## config.mk

```make
export PLATFORM = sky130hd
export DESIGN_NAME = fifo_rr_push_arbiter
export DESIGN_NICKNAME = d
export VERILOG_FILES = /design/src/rtl/fifo_rr_push_arbiter.sv
export SDC_FILE = /design/constraint.sdc
export NUM_CORES = 1
export LEC_CHECK = 0
export CAP_MARGIN = 20
export CORE_MARGIN = 1
export CORE_UTILIZATION = 33
export CTS_CLUSTER_DIAMETER = 60
export CTS_CLUSTER_SIZE = 40
export DETAILED_ROUTE_END_ITERATION = 8
export PLACE_DENSITY = 0.82
export SLEW_MARGIN = 10
export SYNTH_ARGS = -nofsm -noshare
export SYNTH_HDL_FRONTEND = slang
export SYNTH_SLANG_ARGS = --single-unit
```

## constraint.sdc

```tcl
create_clock -name clk -period 2.65 [get_ports clk]
set_input_delay 0.3975 -clock clk [delete_from_list [all_inputs] [get_ports clk]]
set_output_delay 0.3975 -clock clk [all_outputs]
set_load 0.02 [all_outputs]
```

## src/rtl/fifo_rr_push_arbiter.sv

```systemverilog
// Round-robin owner of a single FIFO push port with bounded bursts.
// Also keeps a push/pop occupancy count of the downstream FIFO.
module fifo_rr_push_arbiter #(
  parameter int NREQ      = 4,
  parameter int WIDTH     = 8,
  parameter int DEPTH     = 8,
  parameter int MAX_BURST = 4,
  localparam int OW  = (NREQ > 1) ? $clog2(NREQ) : 1,
  localparam int OCW = $clog2(DEPTH + 1),
  localparam int BW  = (MAX_BURST > 1) ? $clog2(MAX_BURST) : 1
) (
  input  logic                  clk,
  input  logic                  rst,
  input  logic [NREQ-1:0]       req,
  input  logic [NREQ*WIDTH-1:0] req_data,
  output logic [NREQ-1:0]       gnt,
  output logic [OW-1:0]         owner_id,
  output logic                  busy,
  output logic                  fifo_push,
  output logic [WIDTH-1:0]      fifo_data,
  input  logic                  fifo_pop,
  input  logic                  fifo_full,
  output logic [OCW-1:0]        occupancy
);

  typedef enum logic {
    S_IDLE,
    S_OWN
  } state_t;

  state_t          r_state;
  logic [OW-1:0]   r_owner;
  logic [OW-1:0]   r_last;
  logic [BW-1:0]   r_burst;
  logic [OCW-1:0]  r_occ;

  logic            w_found;
  logic [OW-1:0]   w_pick;
  logic [NREQ-1:0] w_sel;
  logic            w_own_req;
  logic            w_last_push;

  // Search starts just after the last owner and wraps mod NREQ.
  always_comb begin : pick
    int          idx;
    logic [OW-1:0] w_i;
    w_found = 1'b0;
    w_pick  = '0;
    idx     = 0;
    w_i     = '0;
    for (int k = 1; k <= NREQ; k++) begin
      idx = int'(r_last) + k;
      if (idx >= NREQ) idx = idx - NREQ;
      w_i = OW'(idx);
      if (!w_found && req[w_i]) begin
        w_found = 1'b1;
        w_pick  = w_i;
      end
    end
  end

  always_comb begin
    fifo_data = req_data[WIDTH-1:0];
    for (int i = 0; i < NREQ; i++) begin
      if (r_owner == OW'(i)) fifo_data = req_data[i*WIDTH +: WIDTH];
    end
  end

  assign w_sel       = NREQ'(1) << r_owner;
  assign w_own_req   = |(req & w_sel);
  assign busy        = (r_state == S_OWN);
  assign fifo_push   = busy && w_own_req && !fifo_full;
  assign gnt         = fifo_push ? w_sel : '0;
  assign owner_id    = r_owner;
  assign occupancy   = r_occ;
  assign w_last_push = fifo_push && (r_burst == BW'(MAX_BURST - 1));

  always_ff @(posedge clk) begin
    if (rst) begin
      r_state <= S_IDLE;
      r_owner <= '0;
      r_last  <= OW'(NREQ - 1);
      r_burst <= '0;
      r_occ   <= '0;
    end else begin
      unique case (r_state)
        S_IDLE: begin
          if (w_found) begin
            r_state <= S_OWN;
            r_owner <= w_pick;
            r_burst <= '0;
          end
        end
        S_OWN: begin
          // Full only stalls; tenure ends on burst limit or dropped req.
          if (w_last_push || !w_own_req) begin
            r_state <= S_IDLE;
            r_last  <= r_owner;
            r_burst <= '0;
          end else if (fifo_push) begin
            r_burst <= r_burst + BW'(1);
          end
        end
      endcase
      if (fifo_push && !fifo_pop) begin
        r_occ <= r_occ + OCW'(1);
      end else if (fifo_pop && !fifo_push) begin
        r_occ <= r_occ - OCW'(1);
      end
    end
  end

endmodule

```

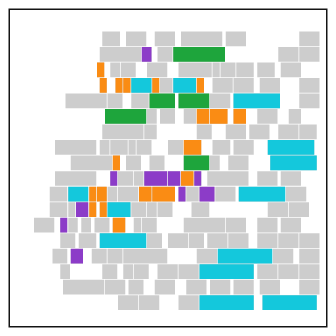
(run_1/gates.png)
Key: green = fa/ha/maj cells [cells 5, most used ha_1]; purple = nand cells [cells 10, most used nand2_1]; cyan = mux cells [cells 13, most used mux4_2]; orange = nor cells [cells 19, most used nor2_1]
most common cell after layout, fill and taps aside: sky130_fd_sc_hd__clkdlybuf4s50_1
combinational fraction of the cell area: 41.9%
Layout Cells excl Fill: 199

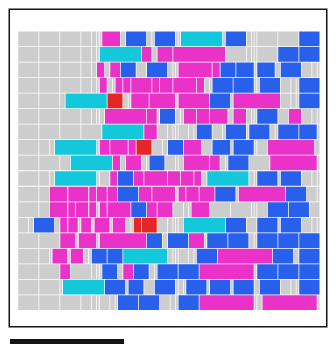
(run_1/class_map.png)
Bar = 20 µm. Fill, decap, tap and diode cells in grey.
Key: red = clock drivers and dummy loads [cells 4, share of their area 1.6%]; magenta = remaining logic cells [cells 81, share of their area 44%]; blue = remaining buffers and delay cells [cells 73, share of their area 41%]; cyan = registers [cells 11, share of their area 13%]

==> run notes, run 1 <==
Notes on the flow outputs.

- The flow ran to the end, and the final reports show no timing, DRC or antenna violations.
- The post-synthesis compound-gate area fraction reads roughly 16%.
- The met2 track demand over resource in global routing reads about two fifths.
- The DRC marker count from the first detailed-route iteration reads 32.
- The number of distinct standard cells referenced by the synthesized netlist is 37.
- In this run, post-CTS hold repair placed 0 buffers.
- In the final layout, the multi-input gates occupy between 700 and 800 µm².
- The number of I/O port buffers is 59.
- The netlist area before placement is about 940 µm².
- After legalization and detailed placement, the total HPWL measured 2470 µm.
- The number of sinks driven by the clock tree reads 11.
- The core box area is about 2600 µm².
- Timing analysis after detailed placement gives a worst setup slack of -0.285 ns.
- The share of the core filled by cells before placement reads ~36%.
- The worst setup path endpoint reads occupancy[3].
- Per the detail_route log, the uppermost layer with routed signals is met4.
- Final hold analysis gives a worst-case slack of roughly 0.48 ns.
- The layout-stage area growth over the synthesis result reads 81.9%.
- The number of hold-slack violations in the final timing report reads 0.
- The number of cells produced by synthesis is slightly below 100.
- The aggregate global-route resource usage is between 20% and 30%.
- The number of cells traversed by the worst hold path reads 2.
- The maximum number of pins on one net before global-route repair is 19.
- For this design the top-level I/O count stands at roughly 60.
- The cell type taking the most area reads logic gates.
- In this run the static leakage power is between 0.0006 and 0.0007 µW.
- The final count of negative-setup-slack endpoints is 0.
- The relative contribution of combinational cells to total power is 54.7%.
- The area fraction in mux cells reads around 28%.
- The worst vdd rail ir drop is ~0.31 mV.
- The power report lists cell-internal power as 482 µW.
- The slew check shows that the tightest pin keeps a relative margin of between 70% and 80%.
- The upper clock frequency limit is 392 MHz.
- The CTS clock-pin slew for the worst setup and hold paths reads around 0.08 ns.
- The yosys warning tally reads 0.
- The area share of buffers outside the clock network is 40.4%.
- The number of antenna diodes in the final layout is 0.
- The met1 usage reads about 22%.
- The number of maximum-capacitance violations recorded for the run is 0.
- The filler cell count is around 210.
- STA classifies the critical path startpoint as an input port.
- The first element of the critical path is req[1].
- Once placement finished, the instance area stood at approximately 1700 µm².
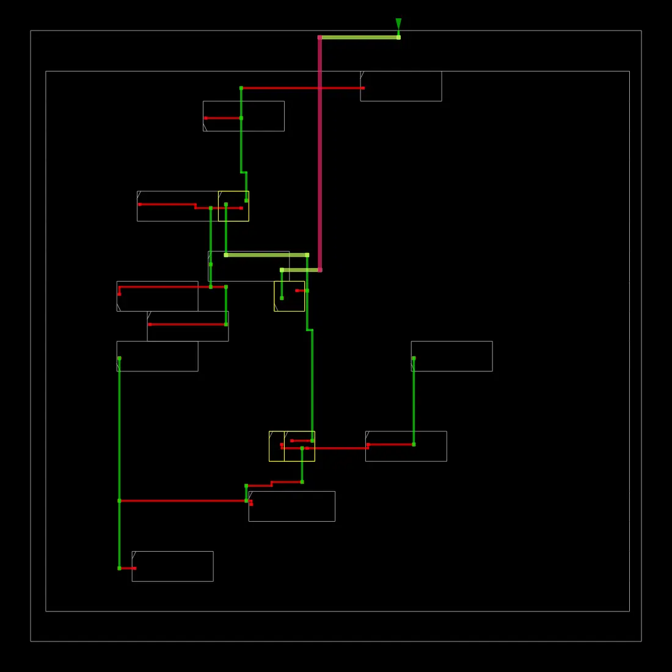
(run_1/clock_nets.png)
worst clock skew: 0.00215 ns
CLK BUF: 4
latest clock arrival within the worst-skew pair: 0.27 ns

## run 1: placed cells by master, fill, tap and decap left out, drive strengths merged, types with 4 or more instances in the layout
cell | synthesis | final
a21oi | 8 | 8
nor2 | 11 | 11
nand2 | 5 | 5
mux4 | 9 | 9
buf | 2 | 14
dfxtp | 11 | 11
dlygate4sd2 | 0 | 4
clkdlybuf4s50 | 0 | 55
inv | 4 | 4
ha | 4 | 4
clkbuf | 4 | 4
o21ai | 5 | 5
## run 1: flip-flops by register name, summed over array words and instances, names as in the netlist
| name | flops |
|---|---|
| busy | 1 |
| r_last | 2 |
| r_burst | 2 |
| occupancy | 4 |
| owner_id | 2 |
## Run 2: what changed since run 1
ABC_CLOCK_PERIOD_IN_PS = 2650   (was default)
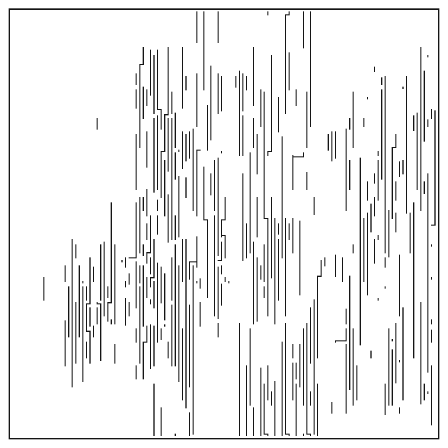
(run_2/m2.png)
The layer carries 1630 µm of wire. 196 nets have wire on it. The longest straight run is 25.7 µm.

==> run 2 against run 1 <==
Register-to-register slack hardly changed; global-route usage unchanged; first-iteration DRC count unchanged; via count unchanged; area after synthesis is the same; worst setup slack unchanged; routed wire length stayed put; cell area did not move; critical path depth did not move; largest cell class unchanged.
==> run notes, run 2 <==
Notes on the flow outputs.

- The CTS clock-pin slew for the worst setup and hold paths is 0.08 ns (about the same).
- The maximum number of pins on one net before global-route repair reads 19 (unchanged).
- The yosys warning tally came to 0 (unchanged).
- The count of boundary I/O pins was 60 (unchanged).
- The aggregate global-route resource usage reads 20.6% (unchanged).
- The final hold slack reads 0.479 ns (unchanged).
- The normalized max-slew margin came to 77.6% (unchanged).
- The area share of buffers outside the clock network is 40.4% (unchanged).
- The filler cell count reads 207 (unchanged).
- The number of I/O port buffers is 59 (unchanged).
- The number of maximum-capacitance violations reads 0 (unchanged).
- For reference, the critical path is launched at req[1].
- The worst-case clock skew is 0.00215 ns (unchanged).
- The number of hold-slack violations in the final timing report reads 0 (unchanged).
- The layout-stage area growth over the synthesis result is 81.9% (unchanged).
- The tally of non-filler cells in the final layout reads 199 (unchanged).
- The worst vdd rail ir drop reads 0.312 mV (unchanged).
- The worst slack at placement is -0.285 ns (unchanged).
- The area fraction in mux cells reads 27.7% (unchanged).
- The total inserted antenna cells came to 0 (unchanged).
- The biggest slice of the area belongs to logic gates.
- The number of cells traversed by the worst hold path came to 2 (unchanged).
- The total of hold buffers inserted after clock tree synthesis reads 0 (unchanged).
- The relative contribution of combinational cells to total power reads 54.7% (about the same).
- The post-placement cell area came to 1680 µm² (unchanged).
- The number of sinks driven by the clock tree is 11 (unchanged).
- The flip-flop count of the largest register after layout is 4 (unchanged).
- The core box area is 2590 µm² (unchanged).
- The final-layout clock buffer total is 4 (unchanged).
- The detailed-placement wirelength estimate came to 2470 µm (unchanged).
- The netlist area before placement was 940 µm² (unchanged).
- The DRC marker count from the first detailed-route iteration was 32 (unchanged).
- The number of cells produced by synthesis is 98 (unchanged).
- The run finished with clean final reports.
- The area occupied by multi-input gates is 716 µm² (unchanged).
- Ranking logic cells in the layout by count gives the top entries 55 x sky130_fd_sc_hd__clkdlybuf4s50_1, 14 x sky130_fd_sc_hd__buf_4, 10 x sky130_fd_sc_hd__nor2_1, 10 x sky130_fd_sc_hd__dfxtp_1, 6 x sky130_fd_sc_hd__a21oi_1.
- The post-synthesis compound-gate area fraction is 15.7% (unchanged).
-- run 2: cell counts in the layout (fill, tap and decap cells not counted) --
Identical to the previous run, type by type.
-- run 2: metal layers --
metal / up-vias / GRT usage [%]
met5: - / 0
met4: 0 / 6.79
met3: 2 / 3.98
met2: 71 / 39.9
met1: 517 / 22.0
li1: 518 / -
-- run 2: worst max-delay path: cells and delay by family --
kind | cells | cell delay, ns
buffers and inverters | 2 | 0.51
multiplexers | 2 | 0.87
AND-OR/OR-AND | 3 | 0.40
AND/OR/NAND/NOR | 2 | 0.14
adder cells (fa/ha/maj) | 2 | 0.41
-- run 2: repair_timing --
action	4_1_cts	5_1_grt
setup endpoints to repair	5	1
resized	5	3
pin swaps	0	1
hold endpoints to repair	0	0
Power is estimated from default activity; no workload was simulated.
